<file path="src/rtl/pilha_pkg.sv">
// Shared defaults for the return-address stack and the PC-mux select that picks it.
package pilha_pkg;

  localparam int unsigned PILHA_DEPTH = 16;
  localparam int unsigned PILHA_WIDTH = 32;

  // PC mux input fed by the top of the return-address stack.
  localparam logic [1:0] SEL_PC_PILHA = 2'b11;

  typedef enum logic [2:0] {
    OP_IDLE,
    OP_CLEAR,
    OP_PUSHPOP,
    OP_PUSH,
    OP_POP
  } pilha_op_e;

endpackage

</file>
<file path="src/rtl/pilha_retorno_if.sv">
// Strobe/data bundle between the control unit and the return-address stack.
interface pilha_retorno_if #(
  parameter int unsigned DEPTH = pilha_pkg::PILHA_DEPTH,
  parameter int unsigned WIDTH = pilha_pkg::PILHA_WIDTH,
  parameter int unsigned PTR_W = $clog2(DEPTH)
);
  logic             push;
  logic             pop;
  logic             clear;
  logic [WIDTH-1:0] data_in;
  logic [WIDTH-1:0] data_out;
  logic             empty;
  logic             full;
  logic [PTR_W:0]   count;
  logic             overflow;
  logic             underflow;

  modport master (
    output push, pop, clear, data_in,
    input  data_out, empty, full, count, overflow, underflow
  );

  modport slave (
    input  push, pop, clear, data_in,
    output data_out, empty, full, count, overflow, underflow
  );
endinterface

</file>
<file path="src/rtl/pilha_mem.sv">
// DEPTH x WIDTH register array: synchronous write, asynchronous read, no reset.
module pilha_mem #(
  parameter int unsigned DEPTH = 16,
  parameter int unsigned WIDTH = 32,
  parameter int unsigned AW    = $clog2(DEPTH)
) (
  input  logic             clk,
  input  logic             we_i,
  input  logic [AW-1:0]    waddr_i,
  input  logic [WIDTH-1:0] wdata_i,
  input  logic [AW-1:0]    raddr_i,
  output logic [WIDTH-1:0] rdata_o
);

  logic [WIDTH-1:0] mem_q [DEPTH];

  always_ff @(posedge clk) begin
    if (we_i) mem_q[waddr_i] <= wdata_i;
  end

  assign rdata_o = mem_q[raddr_i];

endmodule

</file>
<file path="src/rtl/pilha_retorno.sv">
// Hardware return-address stack: jal pushes the return PC, jst pops it to the PC mux.
module pilha_retorno
  import pilha_pkg::*;
#(
  parameter int unsigned DEPTH = PILHA_DEPTH,
  parameter int unsigned WIDTH = PILHA_WIDTH,
  parameter int unsigned PTR_W = $clog2(DEPTH)
) (
  input  logic          clk,
  input  logic          reset,
  pilha_retorno_if.slave bus
);

  localparam logic [PTR_W:0] FULL_CNT = (PTR_W+1)'(DEPTH);

  pilha_op_e        op;
  logic [PTR_W:0]   sp_q, sp_d;
  logic [PTR_W:0]   top_idx;
  logic             ovf_q, ovf_d;
  logic             unf_q, unf_d;
  logic             empty, full;
  logic             we;
  logic [PTR_W-1:0] waddr;
  logic [WIDTH-1:0] rdata;

  assign empty   = (sp_q == '0);
  assign full    = (sp_q == FULL_CNT);
  assign top_idx = sp_q - 1'b1;

  always_comb begin
    op = OP_IDLE;
    if (bus.clear)                 op = OP_CLEAR;
    else if (bus.push && bus.pop)  op = OP_PUSHPOP;
    else if (bus.push)             op = OP_PUSH;
    else if (bus.pop)              op = OP_POP;
  end

  always_comb begin
    sp_d  = sp_q;
    ovf_d = ovf_q;
    unf_d = unf_q;
    we    = 1'b0;
    waddr = sp_q[PTR_W-1:0];
    case (op)
      OP_CLEAR: begin
        sp_d  = '0;
        ovf_d = 1'b0;
        unf_d = 1'b0;
      end
      OP_PUSHPOP: begin
        // Empty stack degrades to a plain push; otherwise the top is replaced in place.
        if (empty) begin
          we   = 1'b1;
          sp_d = sp_q + 1'b1;
        end else begin
          we    = 1'b1;
          waddr = top_idx[PTR_W-1:0];
        end
      end
      OP_PUSH: begin
        if (full) begin
          ovf_d = 1'b1;
        end else begin
          we   = 1'b1;
          sp_d = sp_q + 1'b1;
        end
      end
      OP_POP: begin
        if (empty) unf_d = 1'b1;
        else       sp_d  = sp_q - 1'b1;
      end
      default: ;
    endcase
  end

  always_ff @(posedge clk or negedge reset) begin
    if (!reset) begin
      sp_q  <= '0;
      ovf_q <= 1'b0;
      unf_q <= 1'b0;
    end else begin
      sp_q  <= sp_d;
      ovf_q <= ovf_d;
      unf_q <= unf_d;
    end
  end

  // The array has no reset, so a write must be blocked while reset is held.
  pilha_mem #(
    .DEPTH (DEPTH),
    .WIDTH (WIDTH),
    .AW    (PTR_W)
  ) u_mem (
    .clk     (clk),
    .we_i    (we && reset),
    .waddr_i (waddr),
    .wdata_i (bus.data_in),
    .raddr_i (top_idx[PTR_W-1:0]),
    .rdata_o (rdata)
  );

  assign bus.data_out  = empty ? '0 : rdata;
  assign bus.empty     = empty;
  assign bus.full      = full;
  assign bus.count     = sp_q;
  assign bus.overflow  = ovf_q;
  assign bus.underflow = unf_q;

endmodule

</file>
<file path="src/flat_wrapper.sv">
// flat-port wrapper written by rule: the top's interface ports become plain ports
module pilha_retorno_flat import pilha_pkg::*;
#(
  parameter int unsigned DEPTH = PILHA_DEPTH,
  parameter int unsigned WIDTH = PILHA_WIDTH,
  parameter int unsigned PTR_W = $clog2(DEPTH)
)
  (clk, reset, bus_push, bus_pop, bus_clear, bus_data_in, bus_data_out, bus_empty, bus_full, bus_count, bus_overflow, bus_underflow);
  pilha_retorno_if #(.DEPTH(DEPTH), .WIDTH(WIDTH), .PTR_W(PTR_W)) bus_i ();
  input  logic clk;
  input  logic reset;
  input wire logic [$bits(bus_i.push)-1:0] bus_push;
  input wire logic [$bits(bus_i.pop)-1:0] bus_pop;
  input wire logic [$bits(bus_i.clear)-1:0] bus_clear;
  input wire logic [$bits(bus_i.data_in)-1:0] bus_data_in;
  output wire logic [$bits(bus_i.data_out)-1:0] bus_data_out;
  output wire logic [$bits(bus_i.empty)-1:0] bus_empty;
  output wire logic [$bits(bus_i.full)-1:0] bus_full;
  output wire logic [$bits(bus_i.count)-1:0] bus_count;
  output wire logic [$bits(bus_i.overflow)-1:0] bus_overflow;
  output wire logic [$bits(bus_i.underflow)-1:0] bus_underflow;
  assign bus_i.push = bus_push;
  assign bus_i.pop = bus_pop;
  assign bus_i.clear = bus_clear;
  assign bus_i.data_in = bus_data_in;
  assign bus_data_out = bus_i.data_out;
  assign bus_empty = bus_i.empty;
  assign bus_full = bus_i.full;
  assign bus_count = bus_i.count;
  assign bus_overflow = bus_i.overflow;
  assign bus_underflow = bus_i.underflow;
  pilha_retorno #(.DEPTH(DEPTH), .WIDTH(WIDTH), .PTR_W(PTR_W)) u_core (.clk(clk), .reset(reset), .bus(bus_i));
endmodule
</file>
<file path="config.mk">
export PLATFORM = sky130hd
export DESIGN_NAME = pilha_retorno_flat
export DESIGN_NICKNAME = d
export VERILOG_FILES = /design/src/rtl/pilha_pkg.sv /design/src/rtl/pilha_retorno_if.sv /design/src/rtl/pilha_mem.sv /design/src/rtl/pilha_retorno.sv /design/src/flat_wrapper.sv
export SDC_FILE = /design/constraint.sdc
export NUM_CORES = 1
export LEC_CHECK = 0
export CORE_UTILIZATION = 40
export CTS_BUF_LIST = sky130_fd_sc_hd__clkbuf_4 sky130_fd_sc_hd__clkbuf_8
export DETAILED_ROUTE_END_ITERATION = 8
export GPL_ROUTABILITY_DRIVEN = 1
export GPL_TIMING_DRIVEN = 0
export RECOVER_POWER = 100
export SYNTH_ARGS = -nofsm -noshare
export SYNTH_HDL_FRONTEND = slang
export SYNTH_SLANG_ARGS = --single-unit
</file>
<file path="constraint.sdc">
create_clock -name clk -period 5.5 [get_ports clk]
set_input_delay 1.1 -clock clk [delete_from_list [all_inputs] [get_ports clk]]
set_output_delay 1.1 -clock clk [all_outputs]
set_load 0.05 [all_outputs]
</file>
**Placement view**

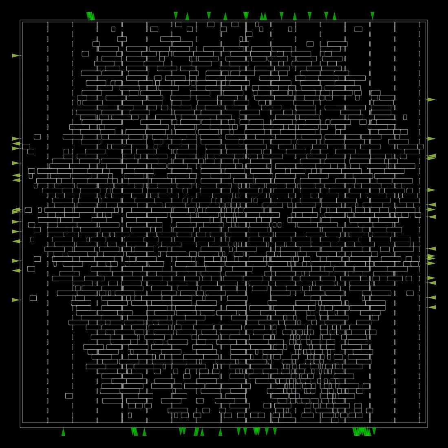
# rows: 82
total core area: 0.0501 mm2
Layout fillers: 4,236
sequential fraction of total cell area: 65.2%
post-route insts no fill: 1,835

**Cell density map**

The die is cut into 23 by 23 equal tiles; white is low, dark blue is high, 0 to 100% covered.
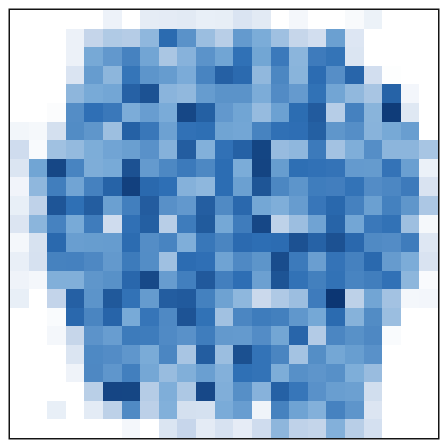
tiles over 75% full	13%
nearly empty tiles	16%
mean over tiles	45%
densest ninth of the die	centre
fullest tile	97%

==> results.sh <==
# yosys + openroad results
export IMPL_violations="max-capacitance violations, max-slew violations"
export IMPL_maxPowerGroup="sequential cells"
export IMPL_ff_type="edfxtp_1"
export IMPL_rsz0062_at_grt="yes"
export IMPL_die_w_um=227
export IMPL_grt_busiest_layer="met2"
export IMPL_powerComb_mw=4.19
export IMPL_io_pins=78
export IMPL_fp_nets=940
export IMPL_xor_share_pct=0.173
export IMPL_drv_slew=10
export IMPL_largest_area_cell="edfxtp_1"
export IMPL_antenna_cells=0
export IMPL_fin_tns_setup_ns=0
export IMPL_dp_slack_ns=-0.866
export IMPL_dp_hpwl_um=30600
export IMPL_pwr_group_clock_mw=3.27
export IMPL_wl_met1_um=20000
export IMPL_cts_sinks=519
export IMPL_die_area_mm2=0.0515
export IMPL_ctsRootBufferMaster="clkbuf_8"
export IMPL_cp_cell_sequence="buf_2 -> buf_4 -> buf_4 -> inv_1 -> ha_2 -> clkbuf_2 -> buf_4 -> mux4_2 -> mux2i_1 -> o22ai_1 -> dlygate4sd2_1"
export IMPL_timing_rr_end="u_core.u_mem.mem_q[1][7]"
export IMPL_crit_top_cell="buf_4"
export IMPL_seq_area_mm2=0.0155
export IMPL_dominant_cells="registers"
export IMPL_synth_cell_types=46
export IMPL_ys_warn_count=0
export IMPL_worstMarginPinSlew_ns=1.61
export IMPL_synth_flops=519
export IMPL_worstSkewPairLatency_ns=0.64
export IMPL_p_sw_mw=4.24
export IMPL_nClkBuffers=111
export IMPL_track_usage_pct=18.7
export IMPL_min_path_type="flip-flop to flip-flop"
export IMPL_antenna_left=0
export IMPL_final_min_clock_period_ns=5.35
export IMPL_r2r_setup_slack_ns=0.25
export IMPL_tap_cells=672
export IMPL_wl_met2_um=23100
export IMPL_die_h_um=227
export IMPL_start_kind="flip-flop"
export IMPL_yosysMostFrequentCell="edfxtp_1"
export IMPL_nNonClkInverters=8
export IMPL_gp_congestion=0.800
export IMPL_numPortBuffers=77
export IMPL_pwr_group_sequential_mw=4.47
export IMPL_buffer_area_share_pct=5.54
export IMPL_yosysTopAreaCellShare_pct=76.0
export IMPL_arrival_ns=4.25
export IMPL_grt_max_degree=17
export IMPL_cts_resized=109
export IMPL_wl_met3_um=2590
export IMPL_ctsHoldBuffers=0
export IMPL_ys_seq_share_pct=76.9
export IMPL_cpMaxStageDelayCell="ha_2"
export IMPL_design_power_total_mw=11.9
export IMPL_grt_overflow=0
export IMPL_mostFrequentLayoutCells="edfxtp_1, mux4_2, clkbuf_8, mux2i_1, dlygate4sd3_1"
export IMPL_clk_share_pct=6.79
export IMPL_log_warning_count=30
export IMPL_clock_path_buffers=3
export IMPL_drive_above_1_share_pct=31.0
export IMPL_antenna_found_initial=1
export IMPL_grt_pass1_wl_um=68400
export IMPL_htree_levels=3
export IMPL_hold_viol_final=0
export IMPL_grt_use_met1_pct=25.5
export IMPL_wirelength_um=46500
export IMPL_utilization_pct=47.6
export IMPL_route_vias_total=10000
export IMPL_hold_end="u_core.bus.overflow"
export IMPL_cts_clk_slew_worst_paths_ns=0.06
export IMPL_cts_buffers=83
export IMPL_mux_share_pct=17.6
export IMPL_synth_cells_most_frequent="edfxtp_1, mux4_2, mux2i_1"
export IMPL_grt_pass1_vias=10300
export IMPL_final_area_mm2=0.0238
export IMPL_endpoint="bus_data_out[5]"
export IMPL_synth_chip_area_mm2=0.0202
export IMPL_slew_headroom_pct=-8.30
export IMPL_vias_per_cell=5.45
export IMPL_min_from="u_core.bus.overflow"
export IMPL_highest_layer="met4"
export IMPL_area_delta_synth_final_pct=17.8
export IMPL_ys_sh_adder_pct=0.186
export IMPL_max_freq_mhz=187
export IMPL_syn_cell_area_mm2=0.0202
export IMPL_setup_viol=0
export IMPL_cp_depth=11
export IMPL_initial_core_util_pct=40.4
export IMPL_postSynthCellCount=900
export IMPL_maxCapViolations=1
export IMPL_seqPwrFrac_pct=37.5
export IMPL_yosys_stat_cells=900
export IMPL_ys_top_logic_family="multiplexers"
export IMPL_finalCritPeriodShare_pct=97.2
export IMPL_use_met2_pct=30.5
export IMPL_critPathBufInv=7
export IMPL_aoi_share_pct=2.45
export IMPL_syn_avg_cell_area_um2=22.5
export IMPL_pwr_share_comb_pct=35.1
export IMPL_drc=0
export IMPL_status="finished with violations"
export IMPL_leakage_nw=7.79
export IMPL_critPathMaxStageDelay_ns=0.48
export IMPL_synthArstFlopShare_pct=1.35
export IMPL_critPathMaxFanout=10
export IMPL_crit_type="flip-flop to primary output"
export IMPL_num_nonclk_buffers=173
export IMPL_tritoncts="yes"
export IMPL_holdWs_ns=0.508
export IMPL_dp_cells=1694
export IMPL_nets=1146
export IMPL_ir_drop_mv=0.247
export IMPL_synth_area_top_cells="edfxtp_1, mux4_2, mux2i_1"
export IMPL_flops=519
export IMPL_clkPwrFrac_pct=27.4
export IMPL_setup_slack_ns=0.151
export IMPL_rr_worst_depth=13
export IMPL_hold_depth=2
export IMPL_internal_power_mw=7.70
export IMPL_drt_first_pass_iters=5
export IMPL_fin_skew_ns=0.0387
export IMPL_critical_path_startpoint="u_core.bus.count[0]"
